File: config.mk
export PLATFORM = sky130hd
export DESIGN_NAME = mtr_drv
export DESIGN_NICKNAME = d
export VERILOG_FILES = /design/src/rtl/mtr_drv.sv
export SDC_FILE = /design/constraint.sdc
export NUM_CORES = 1
export LEC_CHECK = 0
export CORE_ASPECT_RATIO = 0.6
export CORE_MARGIN = 2
export CORE_UTILIZATION = 40
export CTS_CLUSTER_DIAMETER = 80
export DETAILED_ROUTE_END_ITERATION = 7
export PLACE_DENSITY = 0.58
export SLEW_MARGIN = 40
export SYNTH_ARGS = -nofsm -noshare
export SYNTH_HDL_FRONTEND = slang
export SYNTH_SLANG_ARGS = --single-unit
File: constraint.sdc
create_clock -name clk -period 3.97 [get_ports clk]
set_input_delay 0.397 -clock clk [delete_from_list [all_inputs] [get_ports clk]]
set_output_delay 0.397 -clock clk [all_outputs]
set_load 0.005 [all_outputs]
File: src/rtl/mtr_drv.sv
// mtr_drv: turns signed left/right speed commands into two dead-time
// protected H-bridge PWM pairs on an 11-bit (2048-clock) timebase.
module mtr_drv #(
  parameter int DEAD_CYC = 32
) (
  input  logic        clk,
  input  logic        rst_n,
  input  logic [10:0] lft_spd,
  input  logic [10:0] rght_spd,
  output logic        lftPWM1,
  output logic        lftPWM2,
  output logic        rghtPWM1,
  output logic        rghtPWM2,
  output logic        pwm_sync
);

  typedef enum logic [1:0] {
    DEAD = 2'd0,
    DRV1 = 2'd1,
    DRV2 = 2'd2
  } ch_state_t;

  localparam logic [5:0]  DC_LAST = 6'(DEAD_CYC - 1);
  localparam logic [10:0] CNT_MAX = 11'h7FF;

  logic [10:0] cnt;
  logic [10:0] lft_duty;
  logic [10:0] rght_duty;
  logic [1:0]  raw;
  logic [1:0]  pwm1;
  logic [1:0]  pwm2;
  ch_state_t   state     [2];
  ch_state_t   nxt_state [2];
  logic [5:0]  dc        [2];
  logic [5:0]  nxt_dc    [2];

  // Free-running timebase, shadow duty load at the period boundary, and the
  // sync pulse that marks cnt==0.
  always_ff @(posedge clk or negedge rst_n) begin
    if (!rst_n) begin
      cnt       <= '0;
      lft_duty  <= 11'h400;
      rght_duty <= 11'h400;
      pwm_sync  <= 1'b0;
    end else begin
      cnt      <= cnt + 11'd1;
      pwm_sync <= (cnt == CNT_MAX);
      if (cnt == CNT_MAX) begin
        lft_duty  <= {~lft_spd[10], lft_spd[9:0]};
        rght_duty <= {~rght_spd[10], rght_spd[9:0]};
      end
    end
  end

  // Raw (pre dead-time) PWM for each side; index 0 is left, 1 is right.
  always_comb begin
    raw[0] = (cnt < lft_duty);
    raw[1] = (cnt < rght_duty);
  end

  // Channel FSM next state: a drive is only entered after a full dead interval.
  always_comb begin
    for (int i = 0; i < 2; i++) begin
      nxt_state[i] = state[i];
      nxt_dc[i]    = dc[i];
      case (state[i])
        DEAD: begin
          nxt_dc[i] = dc[i] + 6'd1;
          if (dc[i] == DC_LAST) begin
            nxt_state[i] = raw[i] ? DRV1 : DRV2;
            nxt_dc[i]    = '0;
          end
        end
        DRV1: begin
          if (!raw[i]) begin
            nxt_state[i] = DEAD;
            nxt_dc[i]    = '0;
          end
        end
        DRV2: begin
          if (raw[i]) begin
            nxt_state[i] = DEAD;
            nxt_dc[i]    = '0;
          end
        end
        default: begin
          nxt_state[i] = DEAD;
          nxt_dc[i]    = '0;
        end
      endcase
    end
  end

  // State registers plus output flops decoded from the next state, so the pins
  // track the state exactly and never glitch.
  always_ff @(posedge clk or negedge rst_n) begin
    if (!rst_n) begin
      for (int i = 0; i < 2; i++) begin
        state[i] <= DEAD;
        dc[i]    <= '0;
      end
      pwm1 <= '0;
      pwm2 <= '0;
    end else begin
      for (int i = 0; i < 2; i++) begin
        state[i] <= nxt_state[i];
        dc[i]    <= nxt_dc[i];
        pwm1[i]  <= (nxt_state[i] == DRV1);
        pwm2[i]  <= (nxt_state[i] == DRV2);
      end
    end
  end

  assign lftPWM1  = pwm1[0];
  assign lftPWM2  = pwm2[0];
  assign rghtPWM1 = pwm1[1];
  assign rghtPWM2 = pwm2[1];

endmodule
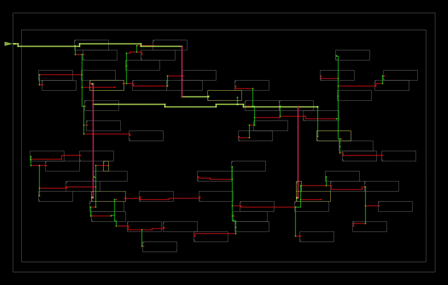
final_clocks.png
clock group total power: 410 uW
Sinks on Clock Net: 54
clk ins delay skew pair: 0.29 ns
seq_cells: 54
worst-case clock skew: 0.003818 ns

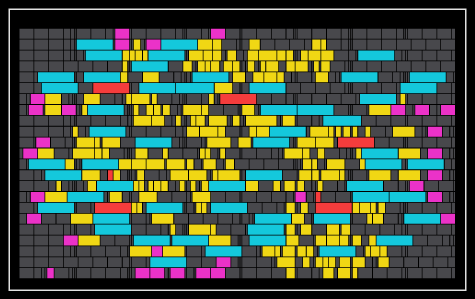
cell_classes.png
Scale: 4 px per um. Fill, decap, tap and diode cells in grey.
legend:
  magenta:
    class: other buffers and delay cells
    cells: 30
  cyan:
    class: flip-flops
    cells: 54
  red:
    class: clock drivers and dummy loads
    cells: 7
  yellow:
    class: all other logic
    cells: 199
Core Rows: 23
utilization after layout: 49.50%

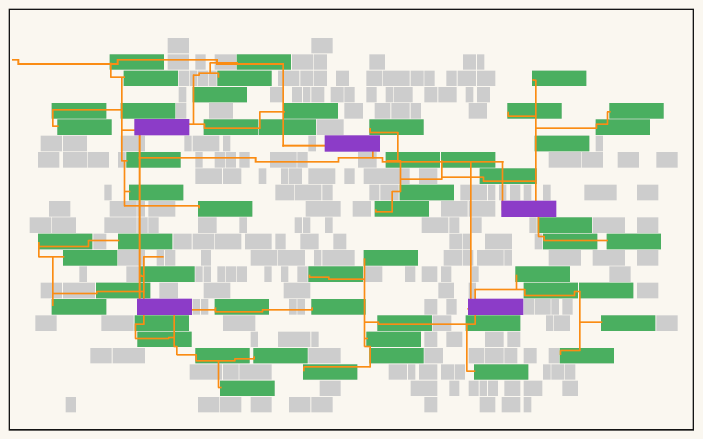
clock_map.png
Scale: 6 px per um.
legend:
  orange:
    item: clock wires
    length: 651 um
  green:
    item: flip-flops
    count: 54
  purple:
    item: cells driving clock nets
    count: 5
routed clock nets: 6
flops lie: all over the die
Clk pwr share: 39.4%

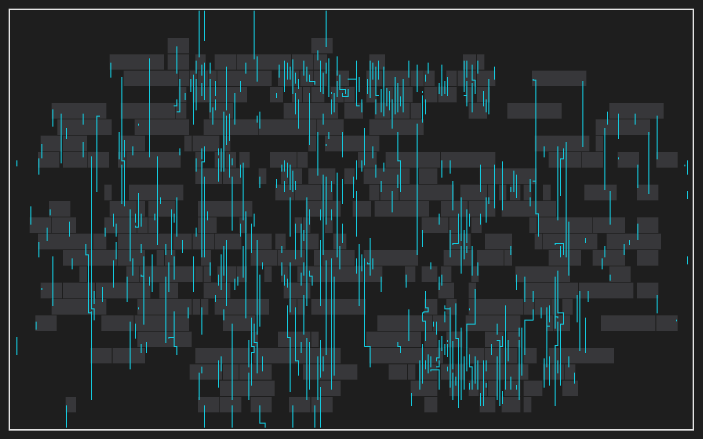
met2.png
Scale: 6 px per um. Cells faint in the background.
longest straight run: 25.3 um
main direction: vertical
nets with wire on the layer: 262
wire length on this layer: 1900 um
share of all routed wire: 37%
total wire length: 5182 um
Via Count: 1953
global routing usage on met2: 18.36%

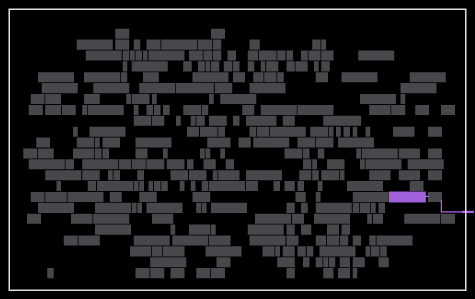
port_nets.png
Scale: 4 px per um.
legend:
  purple:
    port: `lftPWM2`
    bits: 1
    direction: output
    edge: right
    end_cells: 1
    buffers: 1
    wire: 9.60 um
number of top-level pins: 29
number of buffer cells added on primary ports: 28

cells in the mapped netlist, drive strengths merged:
cell type	count	area, um2
xnor2	6	52.55
clkbuf	4	15.01
nand4	3	33.78
or4	3	22.52
ha	23	287.8
nand2	16	60.06
nor3b	5	37.54
o21ai	6	30.03
o2bb2ai	8	70.07
nor2	10	37.54
nand3	13	70.07
nor2b	8	50.05
or3	1	6.260
o221ai	2	17.52
mux2	20	281.5
nor3	13	76.33
a311o	2	20.02
and3	4	25.02
a21oi	10	50.05
buf	4	32.53
a31oi	8	50.05
xor2	9	78.83
a211o	2	17.52
a211oi	3	22.52
dfstp	2	52.55
nor4	1	6.260
dfrtp	52	1301
inv	23	86.33
==> flow_results.xml <==
<?xml version="1.0" encoding="UTF-8"?>
<metrics>
  <group name="yosys">
    <metric name="yosysChipArea" unit="mm2">0.002892</metric>
    <metric name="post_synth_xor_area_fraction" unit="%">4.543</metric>
    <metric name="netlist_area" unit="mm2">0.002892</metric>
  </group>
  <group name="global_route">
    <metric name="gr_util_all_layers" unit="%">14.50</metric>
    <metric name="gr-max-usage-layer" unit="">met1</metric>
    <metric name="grt_overflow" unit="">0</metric>
    <metric name="antenna_violations_before_repair" unit="">0</metric>
  </group>
  <group name="clocking">
    <metric name="cts_buffers" unit="">5</metric>
    <metric name="cts.reportedPaths.clkPinSlew" unit="ns">0.06</metric>
  </group>
  <group name="power">
    <metric name="power_total" unit="mW">1.041</metric>
  </group>
  <group name="worst_setup_path">
    <metric name="crit_family" unit="">AND-OR/OR-AND gates</metric>
    <metric name="path_cells" unit="">inv_1 &gt; ha_1 &gt; nand4_1 &gt; o221ai_1 &gt; a211o_1 &gt; and3_1 &gt; a311o_1</metric>
    <metric name="cpPeakStageDelay" unit="ns">0.53</metric>
    <metric name="reg2reg_depth" unit="">7</metric>
  </group>
  <group name="die">
    <metric name="horizontal_die_dimension" unit="um">113.8</metric>
  </group>
  <group name="sta">
    <metric name="final_setup_fails" unit="">0</metric>
    <metric name="min_period_over_period" unit="%">56.35</metric>
  </group>
  <group name="final_layout">
    <metric name="area.growth.synth_to_final" unit="%">16.75</metric>
  </group>
  <group name="drt">
    <metric name="router_iterations_before_antenna_repair" unit="">4</metric>
  </group>
  <group name="outcome">
    <metric name="status" unit="">finished, final reports clean</metric>
  </group>
</metrics>
Power and IR drop assume default switching activity.
